**Wiring heat map**

Scale bar: 100 um. 22 x 22 tiles, from dark blue (low) to red (high), scaled to the fullest tile. Values are wire area over tile area, all layers added.
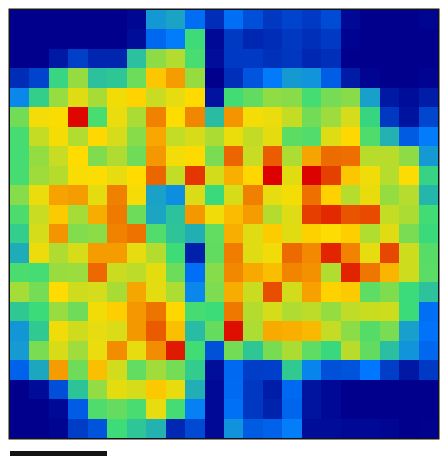
**Congestion heat map**

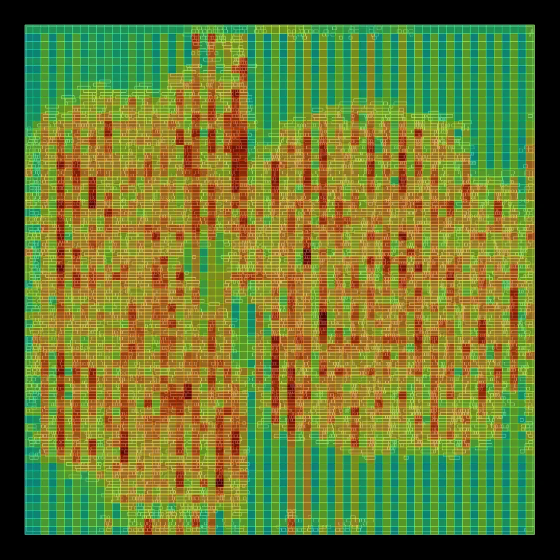
**Placement by cell class**

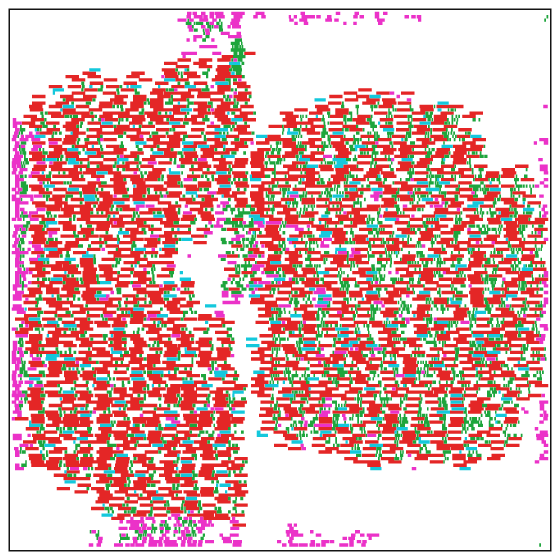
[src/rtl/mem_dcache.sv]
// mem_dcache: direct-mapped, write-through, no-write-allocate data cache for the MEM stage.
// Loads hit combinationally; misses and every store go to main memory over a req/ack handshake.
module mem_dcache #(
  parameter int unsigned IDX_W = 4
) (
  input  logic        clk,
  input  logic        rst_n,
  input  logic        MemRead,
  input  logic        MemWrite,
  input  logic [63:0] address,
  input  logic [63:0] writeData,
  output logic [63:0] readData,
  output logic        hit,
  output logic        mem_req,
  output logic        mem_we,
  output logic [63:0] mem_addr,
  output logic [63:0] mem_wdata,
  input  logic        mem_ack,
  input  logic [63:0] mem_rdata
);

  localparam int unsigned LINES = 1 << IDX_W;
  localparam int unsigned TAG_W = 61 - IDX_W;

  typedef enum logic [1:0] {
    S_IDLE,
    S_FILL,
    S_WRITE,
    S_WDONE
  } state_t;

  state_t           r_state;
  state_t           w_next;
  logic [LINES-1:0] r_valid;
  logic [TAG_W-1:0] r_tag  [LINES];
  logic [63:0]      r_data [LINES];

  logic [IDX_W-1:0] w_idx;
  logic [TAG_W-1:0] w_tag;
  logic             w_match;
  logic             w_fill;
  logic             w_upd;
  logic [2:0]       w_unused_lsb;

  assign w_idx        = address[IDX_W+2:3];
  assign w_tag        = address[63:IDX_W+3];
  assign w_match      = r_valid[w_idx] && (r_tag[w_idx] == w_tag);
  assign mem_addr     = {address[63:3], 3'b000};
  assign mem_wdata    = writeData;
  assign w_unused_lsb = address[2:0];

  // State and valid bits; reset drops any outstanding request and invalidates every line.
  always_ff @(posedge clk or negedge rst_n) begin
    if (!rst_n) begin
      r_state <= S_IDLE;
      r_valid <= '0;
    end else begin
      r_state <= w_next;
      if (w_fill) begin
        r_valid[w_idx] <= 1'b1;
      end
    end
  end

  // Tag and data arrays carry no reset; they are only meaningful behind a valid bit.
  always_ff @(posedge clk) begin
    if (w_fill) begin
      r_tag[w_idx]  <= w_tag;
      r_data[w_idx] <= mem_rdata;
    end else if (w_upd) begin
      r_data[w_idx] <= writeData;
    end
  end

  always_comb begin
    w_next   = r_state;
    hit      = 1'b0;
    readData = '0;
    mem_req  = 1'b0;
    mem_we   = 1'b0;
    w_fill   = 1'b0;
    w_upd    = 1'b0;
    case (r_state)
      S_IDLE: begin
        if (MemWrite) begin
          mem_req = 1'b1;
          mem_we  = 1'b1;
          w_next  = S_WRITE;
        end else if (MemRead) begin
          if (w_match) begin
            hit      = 1'b1;
            readData = r_data[w_idx];
          end else begin
            mem_req = 1'b1;
            w_next  = S_FILL;
          end
        end else begin
          hit = 1'b1;
        end
      end
      S_FILL: begin
        mem_req = 1'b1;
        if (mem_ack) begin
          w_fill = 1'b1;
          w_next = S_IDLE;
        end
      end
      S_WRITE: begin
        mem_req = 1'b1;
        mem_we  = 1'b1;
        if (mem_ack) begin
          w_upd  = w_match;
          w_next = S_WDONE;
        end
      end
      // One completed cycle so a still-asserted MemWrite is not reissued.
      S_WDONE: begin
        hit    = 1'b1;
        w_next = S_IDLE;
      end
      default: w_next = S_IDLE;
    endcase
  end

endmodule

[config.mk]
export PLATFORM = sky130hd
export DESIGN_NAME = mem_dcache
export DESIGN_NICKNAME = d
export VERILOG_FILES = /design/src/rtl/mem_dcache.sv
export SDC_FILE = /design/constraint.sdc
export NUM_CORES = 2
export LEC_CHECK = 0
export ABC_AREA = 1
export CAP_MARGIN = 20
export CORE_UTILIZATION = 40
export DETAILED_ROUTE_END_ITERATION = 12
export HOLD_SLACK_MARGIN = 0.1
export PLACE_DENSITY = 0.62
export SLEW_MARGIN = 30
export SYNTH_ARGS = -nofsm -noshare
export SYNTH_HDL_FRONTEND = slang
export SYNTH_SLANG_ARGS = --single-unit
[constraint.sdc]
create_clock -name clk -period 7.2 [get_ports clk]
set_input_delay 1.44 -clock clk [delete_from_list [all_inputs] [get_ports clk]]
set_output_delay 1.44 -clock clk [all_outputs]
set_load 0.05 [all_outputs]
==> impl_metrics.py <==
# Auto-generated metrics
metrics = {
    "run_status": {
        "status": "complete, no violations",
    },
    "worst_hold_path": {
        "hp-start": "r_valid[8]",
        "min_to": "r_valid[8]",
        "whs_path_depth": 2,
        "hp-class": "flip-flop to flip-flop",
    },
    "cts": {
        "clk_latency_ns": 0.84,
        "clk_pin_slew_ns": 0.06,
        "cts_root_buffer": "clkbuf_16",
        "cts_buffers": 191,
        "cts_tree": "done",
        "htreeDepth": 4,
        "cts_hold_buf": 0,
        "clkSinkCount": 1954,
        "cts_buffer_depth": 3,
    },
    "finish": {
        "design_area_sq_um": 92400,
        "drive_gt1_frac": 0.105,
        "nets": 6799,
        "area_growth_pct": 19.2,
    },
    "run": {
        "warnings": 43,
        "maxCapViolCount": 0,
    },
    "power": {
        "swShare": 0.229,
        "p_total_w": 0.0243,
        "p_clk_frac": 0.402,
        "peakVddDrop_mv": 0.211,
        "seqPwrFrac": 0.523,
        "p_sw_w": 0.00556,
        "leakage_nw": 33.5,
        "cellInternalPower_w": 0.0187,
        "combPwrFrac": 0.075,
        "p_per_area_nw_per_um2": 263,
    },
    "logic_synthesis": {
        "synth_seq_share": 0.756,
        "yosysTopAreaCell": "edfxtp_1",
        "ys_async_sr_fraction": 0.00921,
        "edf_count": 1936,
        "yosysCellCount": 6191,
        "post_synth.cell_area_avg_sq_um": 12.5,
        "synth_dominant_cell_count": "nand2_1",
        "syn_area_sq_um": 77500,
        "yosys-top-cells-count": "2344 x nand2_1, 1936 x edfxtp_1, 512 x o22ai_1",
        "synth.distinct_cells": 29,
        "ys.flops": 1954,
        "yosys_warnings": 0,
        "synth_chip_area_sq_um": 77500,
        "yosysTopAreaCellShare": 0.750,
        "synthTopCellsByArea": "edfxtp_1 75%, nand2_1 11%, o22ai_1 4.1%",
        "synthCells": 6191,
        "flop_cell": "edfxtp_1",
    },
    "place": {
        "dpl_worst_slack_ns": -0.0396,
        "io_buffers": 385,
        "place_hpwl_mm": 113,
        "globalplace.congestion": 0.788,
        "placed_cell_area_sq_um": 86200,
    },
    "floorplan": {
        "die_area_sq_um": 195000,
        "chipHeight_um": 442,
        "die_x_um": 442,
        "core_sq_um": 192000,
        "fp-utilization": 0.403,
        "io_pins": 392,
    },
    "critical_path": {
        "cpMostUsedCell": "nand2_1",
        "crit_path_end_kind": "primary output",
        "slowest_stage": "buf_4",
        "reg2reg_to": "r_data[11][52]",
        "rr_startpoint": "r_tag[3][21]",
        "path_cells": "buf_8 -> inv_8 -> buf_4 -> nand2_1 -> nand2_1 -> nand2_1 -> nand2_1 -> nand2_1 -> nand2_1 -> o21ai_0 -> nand2_1 -> nor2_1 -> nand2_1 -> nor2_1 -> nand2_1 -> nor2_1 -> nand2_1 -> buf_12 -> inv_2 -> nand2_4 -> buf_4 -> nor3_2 -> buf_4 -> buf_12",
        "startpoint": "address[3]",
        "ff2ff_path_depth": 19,
        "slowest_delay_ns": 0.33,
        "worst_setup_path_start_kind": "primary input",
        "crit_path_max_fanout": 34,
        "critPathRequiredTime_ns": 5.76,
        "cp.arrival_ns": 5.51,
        "path_class": "primary input to primary output",
        "r2r_setup_slack_ns": 2.86,
    },
    "final_timing": {
        "fmax_mhz": 144,
        "finalHoldViolCount": 0,
        "maxSlewViolCount": 0,
        "min_period_over_period": 0.966,
        "hold_slack_ns": 0.459,
        "rsz0062_at_grt": "no",
        "tightest_slew_ns": 0.971,
        "final-setup-viol-count": 0,
        "period_minus_slack_ns": 6.95,
        "max_slew_margin": 0.350,
        "clock_skew_ns": 0.0367,
        "setup_slack_ns": 0.248,
    },
    "drt": {
        "first_pass_iters": 6,
        "wl_met1_mm": 84.9,
        "highest_layer": "met5",
        "wl_met3_mm": 13.3,
        "viasPerCell": 5.31,
        "drt_iter0_markers": 4799,
        "drc": 0,
        "dr_wl_met2_mm": 104,
        "ant_nets": 0,
    },
    "global_routing": {
        "grt_start_max_net_pins": 114,
        "grt_pass1_wl_mm": 307,
        "globalRoute.totalOverflow": 0,
        "grt_pass1_vias": 48300,
        "grt_antenna_before_repair": 6,
    },
}
-- 'wiring heat map' (at the start) --
fullest tile: 0.36
nearly empty tiles: 13%
tiles over half the peak: 59%
post-detailed-route wirelength per cell: 22.6 um
via count: 49300
Post-Route WL: 210 mm
aggregate global-route resource usage: 0.209

-- 'congestion heat map' (at the start) --
met3 usage: 0.0275
met1 Usage GRT: 0.269

-- 'placement by cell class' (at the start) --
[green] remaining logic cells | cells: 3775
[cyan] clock drivers and dummy loads | cells: 347
[red] registers | cells: 1954
[magenta] remaining buffers and delay cells | cells: 676
final cell utilization of the core: 0.480
row count: 161
proportion of cell area occupied by registers: 0.634

-- cells by family (layout without fill, tap and decap cells) --
group	after synthesis	in the layout	synth area share
AND/OR/NAND/NOR	2725	2725	0.136
flip-flops	1954	1954	0.756
AND-OR/OR-AND	933	933	0.0702
buffers and inverters	574	1133	0.0367
adder cells (fa/ha/maj)	4	4	0.000646
other	1	4	0.0000484
-- layout by cell type, fill, tap and decap left out, types with 2 or more instances in the layout --
master,Yosys,final
nand2_1,2344,2343
edfxtp_1,1936,1936
o22ai_1,512,512
clkdlybuf4s50_1,0,313
o21ai_0,278,278
buf_4,135,221
clkbuf_16,0,192
buf_12,0,130
nor2_1,162,127
nand3_1,121,121
inv_1,106,102
nor3_1,64,61
clkinv_1,0,51
clkbuf_1,185,47
o21bai_1,41,41
o21ai_2,0,39
nor2_4,1,37
o21ai_1,72,33
nand4_1,24,24
clkinv_2,0,22
a21oi_1,21,21
dfrtp_1,18,18
bufinv_16,0,16
a22oi_1,9,9
buf_16,0,6
clkinvlp_4,0,5
inv_8,0,4
or2_2,4,4
ha_1,4,4
inv_6,0,3
nor3_2,0,3
conb_1,1,3
clkinv_8,0,3
clkbuf_8,0,3
inv_16,0,3
clkinv_4,0,2
clkinv_16,0,2
buf_8,0,2
dlymetal6s2s_1,0,2
-- state kept, by name (all words and copies together) (netlist names) --
register  cells
r_data     1024
r_state       2
r_tag       912
r_valid      16
-- what timing repair did --
item	4_1_cts	5_1_grt
cloned	0	0
endpoints found under the hold margin	0	0
setup buffers	0	3
pin swaps	0	1
setup endpoints to repair	1	21
gates resized	1	4
-- worst max path at each step --
stage	to	slack (ns)	cells past startpoint
detailed placement	readData[18]	-0.04	22
floorplan	r_data[10][0]	0.66	21
finish	readData[18]	0.25	24
CTS	readData[15]	0.009	22
global placement	readData[18]	-0.05	22
global route	readData[14]	0.009	24
-- worst max-delay path, delay by kind of cell --
kind	cells	cell delay (ns)
compound gates	1	0.23
buf+inv	8	1.61
simple gates	15	2.10
-- power by group through the flow --
stage / Sequential [W] / Combinational [W] / Clock [W]
4_1_cts: 0.0127 / 0.00183 / 0.00987
5_1_grt: 0.0127 / 0.00198 / 0.0103
6_report: 0.0127 / 0.00183 / 0.00976
2_1_floorplan: 0.0129 / 0.00103 / 0
3_5_place_dp: 0.0129 / 0.00183 / 0
3_3_place_gp: 0.0129 / 0.00180 / 0
-- metrics by stage --
stage	std cells	TNS, ns
after floorplan	6193	0
after global placement	8921	-0.0504
after detailed placement	8928	-0.0396
after CTS	9275	0
after global routing	9279	0
final	9279	0
-- per-layer routing --
| layer | vias to the layer above | GRT usage |
|---|---|---|
| li1 | 22800 | - |
| met1 | 24300 | 0.269 |
| met2 | 1864 | 0.361 |
| met3 | 388 | 0.0275 |
| met4 | 4 | 0.0776 |
| met5 | - | 0 |
-- cell type report --
class                      count  area (sq um)
fill                       16600        100000
sequential                  1954         58600
multi-input combinational   3665         16500
timing repair buffer         676          7630
clock buffer                 242          5020
tap                         2526          3160
clock inverter               105          1010
inverter                     110           455
antenna                        1          2.50
No activity file was given, so power comes from the tool's default toggle rates.
